[src/rtl/usr_pkg.sv]
// Shared types and helpers for the reversible universal shift register datapath.
package usr_pkg;

  typedef enum logic {
    IDLE  = 1'b0,
    SHIFT = 1'b1
  } rx_state_t;

  localparam int USR_WIDTH_DEFAULT = 4;

  // Bits needed to hold a bit count in the range 0..w.
  function automatic int cnt_width(input int w);
    return $clog2(w + 1);
  endfunction

endpackage

[src/rtl/usr_serial_receiver_dual_rail_sampler.sv]
// Dual-rail bit decoder: passes the true rail and flags strobed bits whose rails agree.
module dual_rail_sampler (
  input  logic sin_en,
  input  logic sin_q,
  input  logic sin_qn,
  output logic data_bit,
  output logic bad
);

  assign data_bit = sin_q;
  assign bad      = sin_en & (sin_q == sin_qn);

endmodule

[src/rtl/usr_serial_receiver.sv]
// Serial receive endpoint: assembles LSB-first dual-rail bits into words on a valid/ready port.
module usr_serial_receiver
  import usr_pkg::*;
#(
  parameter int WIDTH = USR_WIDTH_DEFAULT
) (
  input  logic             clk,
  input  logic             rst,
  input  logic             sin_en,
  input  logic             sin_q,
  input  logic             sin_qn,
  output logic [WIDTH-1:0] out_data,
  output logic             out_valid,
  input  logic             out_ready,
  output logic             rail_err,
  output logic             overrun,
  input  logic             err_clr
);

  localparam int            CW   = cnt_width(WIDTH);
  localparam logic [CW-1:0] LAST = CW'(WIDTH - 1);

  rx_state_t        state_r;
  logic [CW-1:0]    count_r;
  logic [WIDTH-1:0] shift_r;
  logic [WIDTH-1:0] out_data_r;
  logic             out_valid_r;
  logic             rail_err_r;
  logic             overrun_r;

  logic             bit_s;
  logic             bad_s;
  logic             good_s;
  logic             complete_s;
  logic             consume_s;
  logic             ovr_set_s;
  logic [WIDTH-1:0] word_s;

  dual_rail_sampler u_sampler (
    .sin_en   (sin_en),
    .sin_q    (sin_q),
    .sin_qn   (sin_qn),
    .data_bit (bit_s),
    .bad      (bad_s)
  );

  // Next-word assembly and handshake decode.
  always_comb begin
    good_s     = sin_en & ~bad_s;
    complete_s = good_s & (count_r == LAST);
    consume_s  = out_valid_r & out_ready;
    ovr_set_s  = complete_s & out_valid_r & ~out_ready;
    word_s     = shift_r | (WIDTH'(bit_s) << count_r);
  end

  // Receive FSM, output holding register and sticky error flags.
  always_ff @(posedge clk or posedge rst) begin
    if (rst) begin
      state_r     <= IDLE;
      count_r     <= {CW{1'b0}};
      shift_r     <= {WIDTH{1'b0}};
      out_data_r  <= {WIDTH{1'b0}};
      out_valid_r <= 1'b0;
      rail_err_r  <= 1'b0;
      overrun_r   <= 1'b0;
    end else begin
      case (state_r)
        IDLE: begin
          if (good_s) begin
            shift_r <= word_s;
            count_r <= CW'(1);
            state_r <= SHIFT;
          end
        end
        SHIFT: begin
          // Shift bits are cleared on exit so the next word can be OR-assembled.
          if (bad_s || complete_s) begin
            shift_r <= {WIDTH{1'b0}};
            count_r <= {CW{1'b0}};
            state_r <= IDLE;
          end else if (good_s) begin
            shift_r <= word_s;
            count_r <= count_r + CW'(1);
          end
        end
        default: begin
          shift_r <= {WIDTH{1'b0}};
          count_r <= {CW{1'b0}};
          state_r <= IDLE;
        end
      endcase

      if (complete_s && !ovr_set_s) begin
        out_data_r  <= word_s;
        out_valid_r <= 1'b1;
      end else if (consume_s) begin
        out_valid_r <= 1'b0;
      end

      rail_err_r <= bad_s | (rail_err_r & ~err_clr);
      overrun_r  <= ovr_set_s | (overrun_r & ~err_clr);
    end
  end

  assign out_data  = out_data_r;
  assign out_valid = out_valid_r;
  assign rail_err  = rail_err_r;
  assign overrun   = overrun_r;

endmodule

[config.mk]
export PLATFORM = sky130hd
export DESIGN_NAME = usr_serial_receiver
export DESIGN_NICKNAME = d
export VERILOG_FILES = /design/src/rtl/usr_pkg.sv /design/src/rtl/usr_serial_receiver_dual_rail_sampler.sv /design/src/rtl/usr_serial_receiver.sv
export SDC_FILE = /design/constraint.sdc
export NUM_CORES = 1
export LEC_CHECK = 0
export ABC_CLOCK_PERIOD_IN_PS = 1800
export CAP_MARGIN = 20
export CORE_ASPECT_RATIO = 1.75
export CORE_MARGIN = 4
export CORE_UTILIZATION = 30
export CTS_BUF_LIST = sky130_fd_sc_hd__clkbuf_4 sky130_fd_sc_hd__clkbuf_8
export DETAILED_ROUTE_END_ITERATION = 6
export REMOVE_ABC_BUFFERS = 1
export SLEW_MARGIN = 25
export SYNTH_ARGS = -nofsm -noshare
export SYNTH_HDL_FRONTEND = slang
export SYNTH_HIERARCHICAL = 1
export SYNTH_SLANG_ARGS = --single-unit
[constraint.sdc]
create_clock -name clk -period 1.8 [get_ports clk]
set_clock_uncertainty 0.1 [all_clocks]
set_input_delay 0.36 -clock clk [delete_from_list [all_inputs] [get_ports clk]]
set_output_delay 0.36 -clock clk [all_outputs]
set_load 0.01 [all_outputs]
==> README.md, run 1 <==
| Result | Reported |
|---|---|
| Result of the run | finished clean |
| Initial DRC count | 6 |
| Antenna violations before repair | 0 |
| Hold slack final | 0.320 ns |
| Leak | 0.000479 uW |
| Slowest Stage Delay on Critical Path | 0.44 ns |
| Registers, synthesis | 15 |
| Maximum count of clock buffers along a single path | 2 |
| Vias in the first global route | 570 |
| Cells after Synth | 72 |
| Yosys warnings | 6 |
| Ratio of cells with drive above 1 in the final layout | 19.1% |
| Final estimated routing congestion in global placement | 0.702 |
| Number of clock sinks seen by CTS | 15 |
| First-pass GRT wire length | 2.36 mm |
| Part of the Yosys area used for sequential elements | 49.6% |
| Slowest stage cell, crit path | sky130_fd_sc_hd__clkdlybuf4s50_1 |
| Max-slew violation count | 0 |
| Depth of the most critical reg-to-reg path | 5 |
| Number of distinct library cells after synthesis | 24 |
| Vertical die dimension | 74.5 um |
| Number of top-level pins | 14 |
| Detailed-router iteration count before antenna repair | 4 |
| Initial Util | 32.1% |
| Number of cells in the design after placement | 115 |
| Clock tree from TritonCTS | built |
| Synthesis-to-finish area growth | 32.2% |
| Number of buffers created by CTS | 3 |
| Combined area of all synthesized cells | 757 sq um |
| Post-synth ARST share | 100% |
| Placement Rows | 23 |
| Number of hold violations in the final report | 0 |
| Crit Reg-Reg Endpoint | out_data[2] |
| Seq. cell area | 375 sq um |
| EDFF count, synth | 0 |
| R2r setup slk | 0.35 ns |
| Total of max-cap violations | 0 |
| Total grt overflow | 0 |
| Cell-by-cell listing of the critical path | clkdlybuf4s50_1, xnor2_1, and2_2, nand3b_4, nor2b_4, mux2i_1 |
| Data arrival time of the worst path | 1.75 ns |
| Master cell of the clock root buffer | sky130_fd_sc_hd__clkbuf_8 |
| DRC violation count after routing | 0 |
| Maximum achievable frequency | 0.595 GHz |
| Setup repair after global routing missed its margin | no |
| Top fanout value on the critical path | 6 |
| Startpoint-to-endpoint class of the critical path | in2reg |
| Rel. slew slack | 82.5% |
| Top cells by area | sky130_fd_sc_hd__dfrtp_1, sky130_fd_sc_hd__mux2i_1, sky130_fd_sc_hd__a21oi_1 |
| Fin cells | 119 |
| Final count of negative-setup-slack endpoints | 0 |
| Cell with the most instances after synthesis | sky130_fd_sc_hd__dfrtp_1 |
| Clock transition at the registers of the reported paths | 0.06 ns |
| HPWL Detailed | 1.13 mm |
| Die X-Extent | 46.0 um |
| Launch point of the worst reg-to-reg path | count_r[0] |
| Post-CTS Hold Fix Bufs | 0 |
| Predominant post-synthesis flop cell | sky130_fd_sc_hd__dfrtp_1 |
| Min-delay worst type | in2async |
| Top cells by instance count after synthesis | sky130_fd_sc_hd__dfrtp_1, sky130_fd_sc_hd__inv_1, sky130_fd_sc_hd__a21oi_1, sky130_fd_sc_hd__nor2_1, sky130_fd_sc_hd__mux2i_1 |
| Clk ins delay skew pair | 0.24 ns |
| Final antenna-violating net count | 0 |
| Post-Syn Area per Cell | 10.5 sq um |
| Worst Tran Pin Value | 0.262 ns |
| Crit path setup slack, layout | 0.120 ns |
| Cycle use final | 93.4% |
| Pin count of the biggest net entering global routing | 16 |
| IR drop worst, VDD | 0.000410 V |
| Net count of the finished layout | 104 |
| Antenna diode count | 0 |
| Tool warnings | 25 |
| Chip footprint | 0.00342 sq mm |
| Area share of the leading cell type in the synthesized netlist | 49.6% |
| Startpoint type of the worst setup path | input port |
| CTS HTree Levels | 1 |
| Power density cells | 1250 mW/mm^2 |
| Yosys Chip Area | 757 sq um |
| Multi-input gate area in the final layout | 328 sq um |
| Pre-CTS setup slack | -0.210 ns |
| Sum Neg Setup Slack | 0 ns |
| CP required | 1.87 ns |
| Fill count | 230 |
| Port Buffers | 13 |
| Number of cells in Yosys stat | 72 |
| Post-detailed-route via-to-cell ratio | 4.69 |
-- run 1: state kept, by name (all words and copies together), names as in the netlist --
signal and count:
out_valid 1, count_r 3, rail_err 1, state_r 1, out_data 4, overrun 1
shift_r 4
-- run 1: worst max-delay path: cells and delay by family --
family	cells	cell delay, ns
buf+inv	1	0.44
simple gates	3	0.60
xor+xnor	1	0.14
mux	1	0.21
-- run 1: cells by family after synthesis --
logic type      after synthesis  synth area share [%]
compound gates               17                  12.9
simple gates                 21                  18.5
xor+xnor                      1                  1.16
flops                        15                  49.6
mux                           5                  6.61
fa+ha+maj                     2                  3.31
buf+inv                      11                  7.93
-- run 1: report_power, final --
| group | switching [uW] | internal (uW) | leakage, uW | total, uW |
|---|---|---|---|---|
| clock | 113 | 153 | 0.0000255 | 266 |
| combinational | 221 | 254 | 0.000264 | 475 |
| sequential | 59.8 | 447 | 0.000190 | 507 |
-- run 1: metrics by stage --
step	area (sq um)	power (uW)
after global routing	1000	1350
after detailed placement	948	992
after floorplan	727	774
after global placement	948	980
final	1000	1250
after CTS	995	1270
-- run 1: worst max path at each step --
stage	to	startpoint	cells after the start	slack, ns
after floorplan	out_data[0]	count_r[0]	5	0.30
after global placement	out_data[1]	sin_q	6	-0.15
after detailed placement	out_data[2]	sin_q	6	-0.21
after CTS	out_data[2]	sin_q	6	0.04
after global routing	count_r[2]	sin_q	7	0.04
final	out_data[2]	sin_q	6	0.12
-- run 1: routing by layer --
layer / routed length [um] / GRT usage [%] / up-vias
li1: - / - / 283
met1: 508 / 8.36 / 259
met2: 792 / 18.4 / 12
met3: 86 / 1.69 / 4
met4: 33 / 6.65 / 0
met5: 0 / 0 / -
-- run 1: cell usage in the layout (no fill, tap or decap), drive strengths merged, types with 2 or more instances in the layout --
master | netlist | layout
dfrtp | 15 | 15
clkdlybuf4s50 | 0 | 13
inv | 8 | 8
buf | 3 | 8
a21oi | 7 | 7
nor2 | 6 | 6
nor2b | 6 | 6
mux2i | 5 | 5
o21ai | 5 | 5
nand2 | 3 | 3
clkbuf | 0 | 3
a31oi | 2 | 2
ha | 2 | 2
nand3b | 2 | 2
-- run 1: cell type report --
cell class                 instances  area share (%)
sequential                        15            37.5
multi-input combinational         46            32.7
timing repair buffer              21            19.0
clock buffer                       3            4.13
tap                               25            3.13
inverter                           8            3.00
clock inverter                     1           0.500
-- run 1: what timing repair did --
action                     in CTS  in global routing
setup endpoints to repair       0                  6
setup buffers                   0                  0
resized                         0                  2
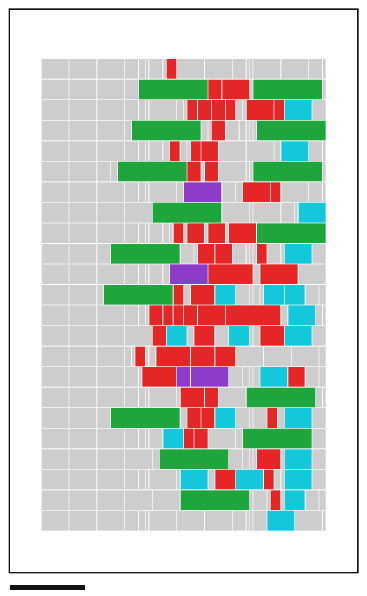
run_1/cell_classes.png
Scale bar: 10 um. Fill, decap, tap and diode cells in gray.
| class | color | cells | share of their area |
|---|---|---|---|
| flip-flops | green | 15 | 39% |
| other buffers and delay cells | cyan | 21 | 20% |
| all other logic | red | 54 | 37% |
| clock drivers and dummy loads | purple | 4 | 4.8% |
sequential fraction of total cell area: 37.5%
final design instance area without fill: 0.00100 sq mm
standard cell core area: 0.00236 sq mm
final design utilization: 42.4%

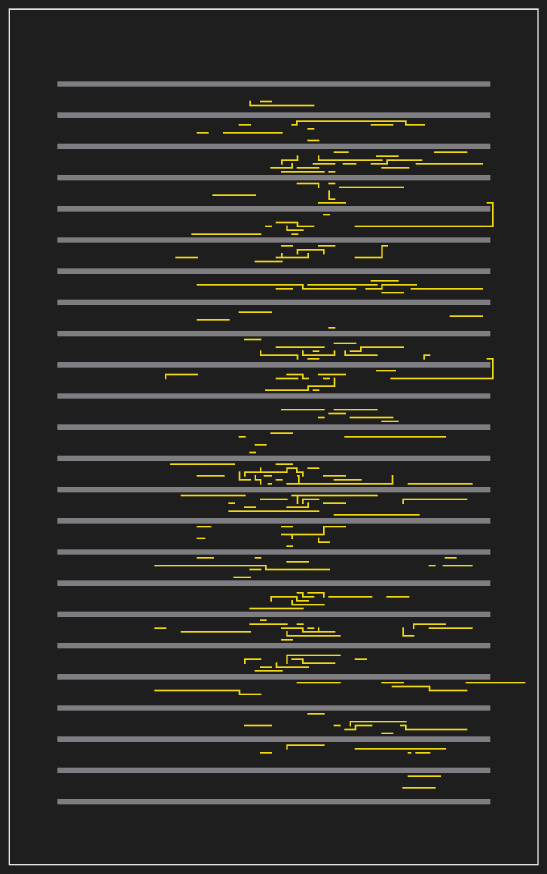
run_1/met1.png
Supply wires on this layer in gray.
main direction: horizontal
longest straight run: 12.0 um
nets with wire on the layer: 91
wire length on this layer: 509 um
share of all routed wire: 36%
DR vias: 558
aggregate routed wire length: 1.42 mm

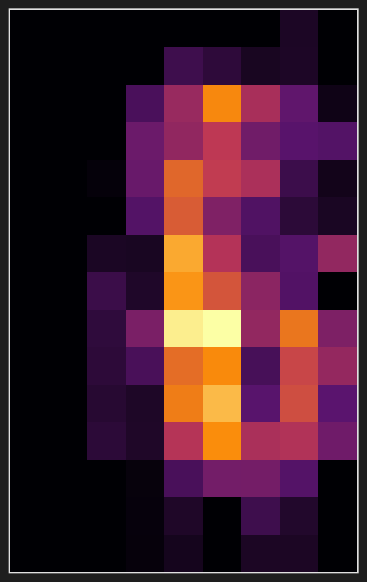
run_1/wire_density.png
The die is cut into 9 by 15 equal tiles; black is low, pale yellow is high, scaled to the fullest tile. Values are wire area over tile area, all layers added.
tiles over half the peak: 13%
mean over tiles: 0.067
emptiest ninth of the die: top left
nearly empty tiles: 41%
fullest tile: 0.34
densest ninth of the die: middle
All-Layer GR Usage: 9.66%
post-DR wirelength/cell: 11.9 um

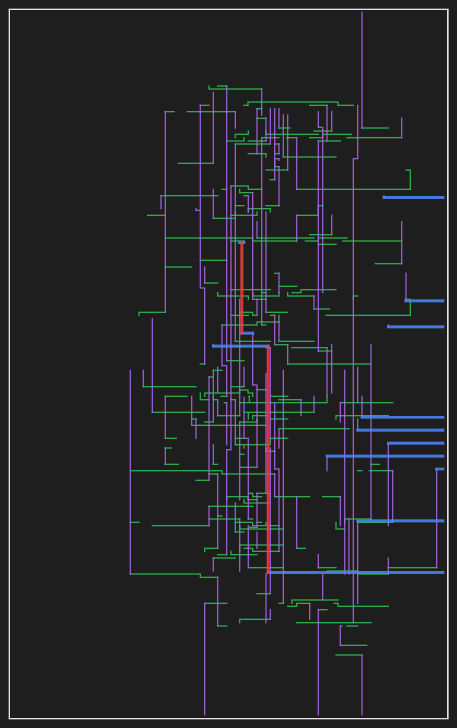
run_1/metal_stack.png
| layer | color | wire length |
|---|---|---|
| met4 | red | 33.3 um |
| met1 | green | 509 um |
| met2 | purple | 793 um |
| met3 | blue | 86.5 um |

--- run 2 (diff from run 1) ---
--- a/config.mk
+++ b/config.mk
@@ -11,6 +11,7 @@
 export CORE_MARGIN = 4
 export CORE_UTILIZATION = 30
 export CTS_BUF_LIST = sky130_fd_sc_hd__clkbuf_4 sky130_fd_sc_hd__clkbuf_8
+export CTS_CLUSTER_SIZE = 20
 export DETAILED_ROUTE_END_ITERATION = 6
 export REMOVE_ABC_BUFFERS = 1
 export SLEW_MARGIN = 25
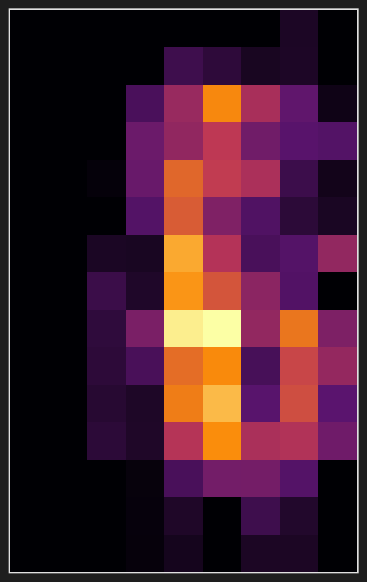
run_2/wire_density.png
The die is cut into 9 by 15 equal tiles; black is low, pale yellow is high, scaled to the fullest tile. Values are wire area over tile area, all layers added.
tiles over half the peak: 13%
nearly empty tiles: 41%
emptiest ninth of the die: top left
mean over tiles: 0.067
fullest tile: 0.34
densest ninth of the die: middle

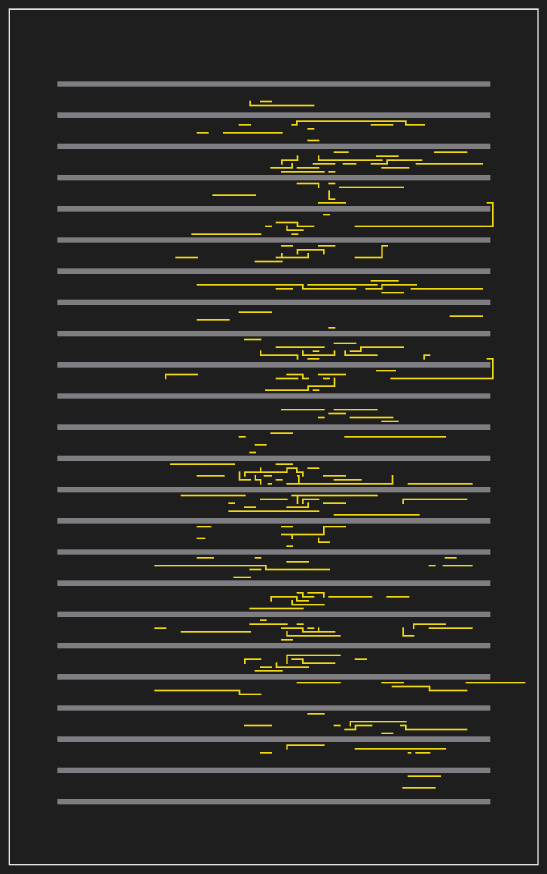
run_2/met1.png
Supply wires on this layer in gray.
global routing usage on met1: 8.36%

==> run 2 against run 1 <==
Against the previous run:
- hold slack is the same
- clock-buffer cell count unchanged
- register-to-register slack about the same
- highest routed layer unchanged
- core utilization stayed put
- synthesized cell count unchanged
- design area did not move
- area after synthesis unchanged
- sequential share of layout area unchanged
- non-clock buffer count unchanged
- via count is the same
- routed wire length stayed put
==> README.md, run 2 <==
| Result | Reported | vs previous |
|---|---|---|
| Fraction of power spent switching nets | 31.5% | unchanged |
| Worst Tran Pin Value | 0.262 ns | unchanged |
| Cell with the most instances after synthesis | sky130_fd_sc_hd__dfrtp_1 | unchanged |
| Final design instance area without fill | 0.00100 sq mm | unchanged |
| Vias in the first global route | 570 | unchanged |
| Die X-Extent | 46.0 um | unchanged |
| Power density cells | 1250 mW/mm^2 | unchanged |
| Tool warnings | 25 | unchanged |
| Switch Pwr | 394 uW | unchanged |
| Clk network pwr share | 21.3% | about the same |
| Maximum achievable frequency | 0.595 GHz | unchanged |
| Antenna diode count | 0 | unchanged |
| Predominant post-synthesis flop cell | sky130_fd_sc_hd__dfrtp_1 | unchanged |
| Crit path setup slack, layout | 0.120 ns | unchanged |
| Maximum count of clock buffers along a single path | 2 | unchanged |
| Result of the run | finished clean | unchanged |
| Clock transition at the registers of the reported paths | 0.06 ns | about the same |
| Area fraction in mux cells | 6.61% | unchanged |
| EDFF count, synth | 0 | unchanged |
| Area fraction in full adders, half adders and majority gates | 3.31% | unchanged |
| Number of clock sinks seen by CTS | 15 | unchanged |
| Part of the Yosys area used for sequential elements | 49.6% | unchanged |
| Count of buffers added by post-CTS timing repair for setup | 0 | unchanged |
| Rel. slew slack | 82.5% | unchanged |
| Critical path buffer and inverter count | 1 | unchanged |
| Fill count | 230 | unchanged |
| Cell class contributing the biggest share of worst-path delay | simple AND/OR/NAND/NOR gates | unchanged |
| Registers, synthesis | 15 | unchanged |
| Initial DRC count | 6 | unchanged |
| Fin cells | 119 | unchanged |
| Post-detailed-route via-to-cell ratio | 4.69 | unchanged |
| First-pass GRT wire length | 2.36 mm | unchanged |
| Number of cells in Yosys stat | 72 | unchanged |
| Min-delay worst type | in2async | unchanged |
| Number of cells in the design after placement | 115 | unchanged |
[run 2: cell counts in the layout (fill, tap and decap cells not counted)]
No cell type changed its count.
[run 2: per-stage QoR]
stage                     util [%]  setup TNS (ns)
final                         42.4               0
after global routing          42.4               0
after CTS                     42.2               0
after detailed placement      40.2           -1.55
after global placement        40.2           -1.21
after floorplan                  -               0
[run 2: path summary, 6_finish.rpt]
kind / from / end / slack (ns) / cells past startpoint
hold / removal: rst / out_data[3] / 0.32 / 3
setup / recovery: sin_q / out_data[2] / 0.12 / 6
setup reg to reg: count_r[0] / out_data[2] / 0.35 / 5
max in group asynchronous: rst / count_r[1] / 1.11 / 3
min in group clk: rail_err / rail_err / 0.37 / 1
hold reg to reg: rail_err / rail_err / 0.37 / 1
[run 2: layer usage]
| layer | GRT usage [%] | up-vias | part of all wire (%) |
|---|---|---|---|
| met2 | 18.4 | 12 | 56 |
| met5 | 0 | - | 0 |
| li1 | - | 283 | - |
| met3 | 1.69 | 4 | 6.1 |
| met4 | 6.65 | 0 | 2.3 |
| met1 | 8.36 | 259 | 36 |
[run 2: final cells by class]
| class | count | area [sq um] | area share [%] |
|---|---|---|---|
| Sequential cell | 15 | 375 | 37.5 |
| Clock buffer | 3 | 41.3 | 4.13 |
| Clock inverter | 1 | 5.00 | 0.500 |
| Inverter | 8 | 30.0 | 3.00 |
| Tap cell | 25 | 31.3 | 3.13 |
| Multi-Input combinational cell | 46 | 328 | 32.7 |
| Timing Repair Buffer | 21 | 190 | 19.0 |
[run 2: kinds of logic after synthesis]
logic type,count (synthesis)
adders and majority gates,2
muxes,5
buffers and inverters,11
and+or+nand+nor,21
xor gates and xnor gates,1
DFF,15
AOI/OAI and AO/OA,17
[run 2: worst min-delay path, stage by stage]
cell and delay (ns):
sky130_fd_sc_hd__clkdlybuf4s50_1 0.40, sky130_fd_sc_hd__inv_1 0.05, sky130_fd_sc_hd__buf_4 0.22
[run 2: power groups by stage]
stage	combinational, uW	sequential, uW	clock (uW)
CTS	480	510	278
floorplan	227	547	0
global placement	467	513	0
global route	532	524	290
finish	475	507	266
detailed placement	475	517	0
run_2/metal_stack.png
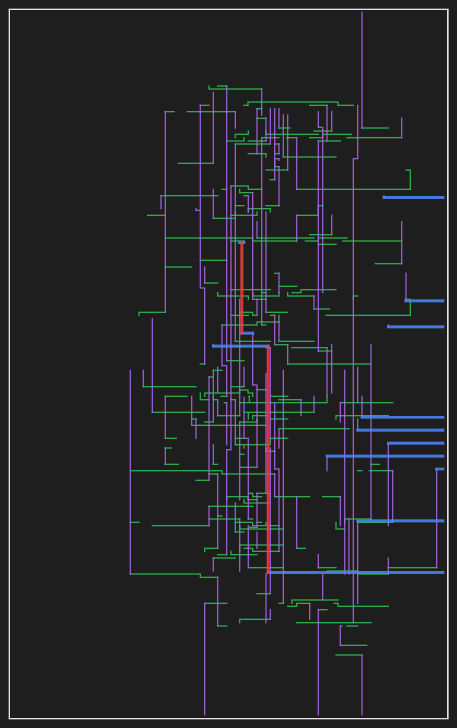

--- run 3 (diff from run 2) ---
--- a/config.mk
+++ b/config.mk
@@ -8,7 +8,6 @@
 export ABC_CLOCK_PERIOD_IN_PS = 1800
 export CAP_MARGIN = 20
 export CORE_ASPECT_RATIO = 1.75
-export CORE_MARGIN = 4
 export CORE_UTILIZATION = 30
 export CTS_BUF_LIST = sky130_fd_sc_hd__clkbuf_4 sky130_fd_sc_hd__clkbuf_8
 export CTS_CLUSTER_SIZE = 20
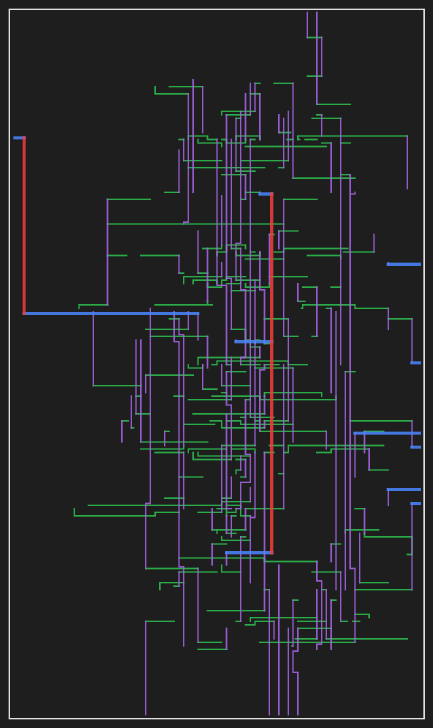
run_3/metal_stack.png
All-Layer GR Usage: 13.6%
post-DR wirelength/cell: 12.3 um
DR vias: 567
aggregate routed wire length: 1.46 mm

==> run 3 against run 2 <==
Against the previous run:
- non-clock buffer count did not move
- first-iteration DRC count rose by 17%
- global-route usage rose by 3.9 points
- area after synthesis did not move
- largest cell class unchanged
- critical path depth did not move
- critical path type unchanged
- highest routed layer unchanged
- die size fell by 20%
==> README.md, run 3 <==
| Result | Reported | vs previous |
|---|---|---|
| Depth of the most critical reg-to-reg path | 5 | unchanged |
| Number of distinct library cells after synthesis | 24 | unchanged |
| Part of the Yosys area used for sequential elements | 49.6% | unchanged |
| Final count of negative-setup-slack endpoints | 0 | unchanged |
| Worst Tran Pin Value | 0.286 ns | was 0.262 ns |
| Number of hold violations in the final report | 0 | unchanged |
| Grt met2 use | 24.2% | was 18.4% |
| Main logic family | simple AND/OR/NAND/NOR gates | unchanged |
| Post-Syn Area per Cell | 10.5 sq um | unchanged |
| Pin count of the biggest net entering global routing | 16 | unchanged |
| Chip footprint | 0.00274 sq mm | was 0.00342 sq mm |
| Data arrival time of the worst path | 1.75 ns | about the same |
| Startpoint type of the worst setup path | input port | unchanged |
| Commonest non-fill, non-tap cell in the layout | sky130_fd_sc_hd__dfrtp_1 | unchanged |
| Compound-gate portion of the synthesized area | 12.9% | unchanged |
| Master cell of the clock root buffer | sky130_fd_sc_hd__clkbuf_8 | unchanged |
| Ratio of cells with drive above 1 in the final layout | 18.1% | was 19.1% |
| Post-CTS Hold Fix Bufs | 0 | unchanged |
| Number of cells in the design after placement | 115 | unchanged |
| Power density cells | 1270 mW/mm^2 | was 1250 mW/mm^2 |
| Antenna diode count | 0 | unchanged |
| Result of the run | finished clean | unchanged |
| Vertical die dimension | 68.5 um | was 74.5 um |
| Number of buffers created by CTS | 3 | unchanged |
| Combined area of all synthesized cells | 757 sq um | unchanged |
| Most used routing layer | met2 | unchanged |
| Number of clock sinks seen by CTS | 15 | unchanged |
| Number of top-level pins | 14 | unchanged |
| Yosys Chip Area | 757 sq um | unchanged |
| Port Buffers | 13 | unchanged |
| Area fraction in mux cells | 6.61% | unchanged |
| Top cells by instance count after synthesis | sky130_fd_sc_hd__dfrtp_1, sky130_fd_sc_hd__inv_1, sky130_fd_sc_hd__a21oi_1, sky130_fd_sc_hd__nor2_1, sky130_fd_sc_hd__mux2i_1 | unchanged |
| Die X-Extent | 40.0 um | was 46.0 um |
| Count of buffers added by post-CTS timing repair for setup | 0 | unchanged |
| Detailed-router iteration count before antenna repair | 4 | unchanged |
| R2r setup slk | 0.28 ns | was 0.35 ns |
| Net count of the finished layout | 104 | unchanged |
| Predominant post-synthesis flop cell | sky130_fd_sc_hd__dfrtp_1 | unchanged |
| Max-slew violation count | 0 | unchanged |
| Cell-by-cell listing of the critical path | clkdlybuf4s50_1, xnor2_1, and2_1, nand3b_4, nor2b_2, mux2i_1 | was clkdlybuf4s50_1, xnor2_1, and2_2, nand3b_4, nor2b_4, mux2i_1 |
| Vias in the first global route | 589 | was 570 |
| Cells after Synth | 72 | unchanged |
| CTS HTree Levels | 1 | unchanged |
| Area fraction in and, or, nand and nor cells after synthesis | 18.5% | unchanged |
| Area of placed instances | 948 sq um | unchanged |
| Maximum achievable frequency | 0.599 GHz | was 0.595 GHz |
| Standard cell core area | 0.00233 sq mm | was 0.00236 sq mm |
| Clk ins delay skew pair | 0.25 ns | was 0.24 ns |
| First-pass GRT wire length | 2.44 mm | was 2.36 mm |
| EDFF count, synth | 0 | unchanged |
| Final design instance area without fill | 995 sq um | was 0.00100 sq mm |
| Most frequent logic cells in the routed design | sky130_fd_sc_hd__dfrtp_1, sky130_fd_sc_hd__clkdlybuf4s50_1, sky130_fd_sc_hd__inv_1, sky130_fd_sc_hd__buf_4, sky130_fd_sc_hd__a21oi_1 | unchanged |
| Met3 capacity usage during global routing | 1.95% | was 1.69% |
| Number of cells in Yosys stat | 72 | unchanged |
| Critical Path Start | sin_q | unchanged |
| Cycle use final | 92.8% | was 93.4% |
| Startpoint-to-endpoint class of the critical path | in2reg | unchanged |
| Leak | 0.000472 uW | was 0.000479 uW |
| Maximum count of clock buffers along a single path | 2 | unchanged |
| Rel. slew slack | 80.9% | was 82.5% |
| HPWL Detailed | 1.15 mm | was 1.13 mm |
| Fin cells | 119 | unchanged |
| Xor/xnor share | 1.16% | unchanged |
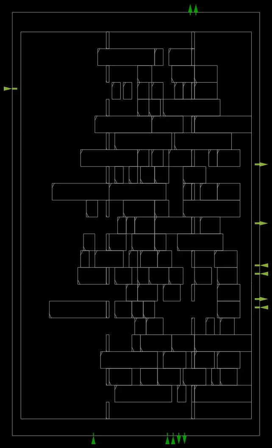
run_3/final_placement.png
tap cells: 25
final design utilization: 42.7%
number of flip-flops and latches: 15

-- run 3: path summary, 6_finish.rpt --
kind / endpoint
setup / recovery: out_data[1]
hold reg to reg: rail_err
min in group clk: rail_err
setup reg to reg: out_data[1]
max in group asynchronous: shift_r[0]
hold / removal: out_valid
-- run 3: kinds of logic (layout without fill, tap and decap cells) --
family | Yosys count | after routing
compound gates | 17 | 17
simple gates | 21 | 21
buf+inv | 11 | 33
fa+ha+maj | 2 | 2
xor+xnor | 1 | 1
mux | 5 | 5
flops | 15 | 15
-- run 3: layer usage --
| layer | vias to the layer above | share of wire [%] | wire [um] |
|---|---|---|---|
| li1 | 281 | - | - |
| met1 | 271 | 38 | 552 |
| met2 | 10 | 56 | 814 |
| met3 | 5 | 2.8 | 41 |
| met4 | 0 | 3.5 | 51 |
| met5 | - | 0 | 0 |
-- run 3: final cells by class --
class                      instances  area, sq um  area share, %
inverter                           8         30.0           3.02
multi-input combinational         46          322           32.3
timing repair buffer              21          190           19.1
clock inverter                     1         5.00          0.503
sequential                        15          375           37.7
tap                               25         31.3           3.14
clock buffer                       3         41.3           4.15
-- run 3: critical path, delay by kind of cell --
kind / cells / cell delay (ns)
mux: 1 / 0.21
xor+xnor: 1 / 0.14
buf+inv: 1 / 0.44
simple gates: 3 / 0.60
-- run 3: where the power goes --
part           leakage, uW  switching [uW]  internal (uW)  total, uW
Sequential        0.000190            63.4            447        511
Clock            0.0000255             124            154        277
Combinational     0.000256             221            252        472
-- run 3: metrics by stage --
step	TNS [ns]	util [%]	worst slack, ns	power, uW
3_3_place_gp	-0.547	40.7	-0.103	978
5_1_grt	0	42.7	0.0570	1370
2_1_floorplan	0	-	0.301	774
6_report	0	42.7	0.130	1260
3_5_place_dp	-0.810	40.7	-0.138	995
4_1_cts	0	42.7	0.112	1280
No activity file was given, so power comes from the tool's default toggle rates.
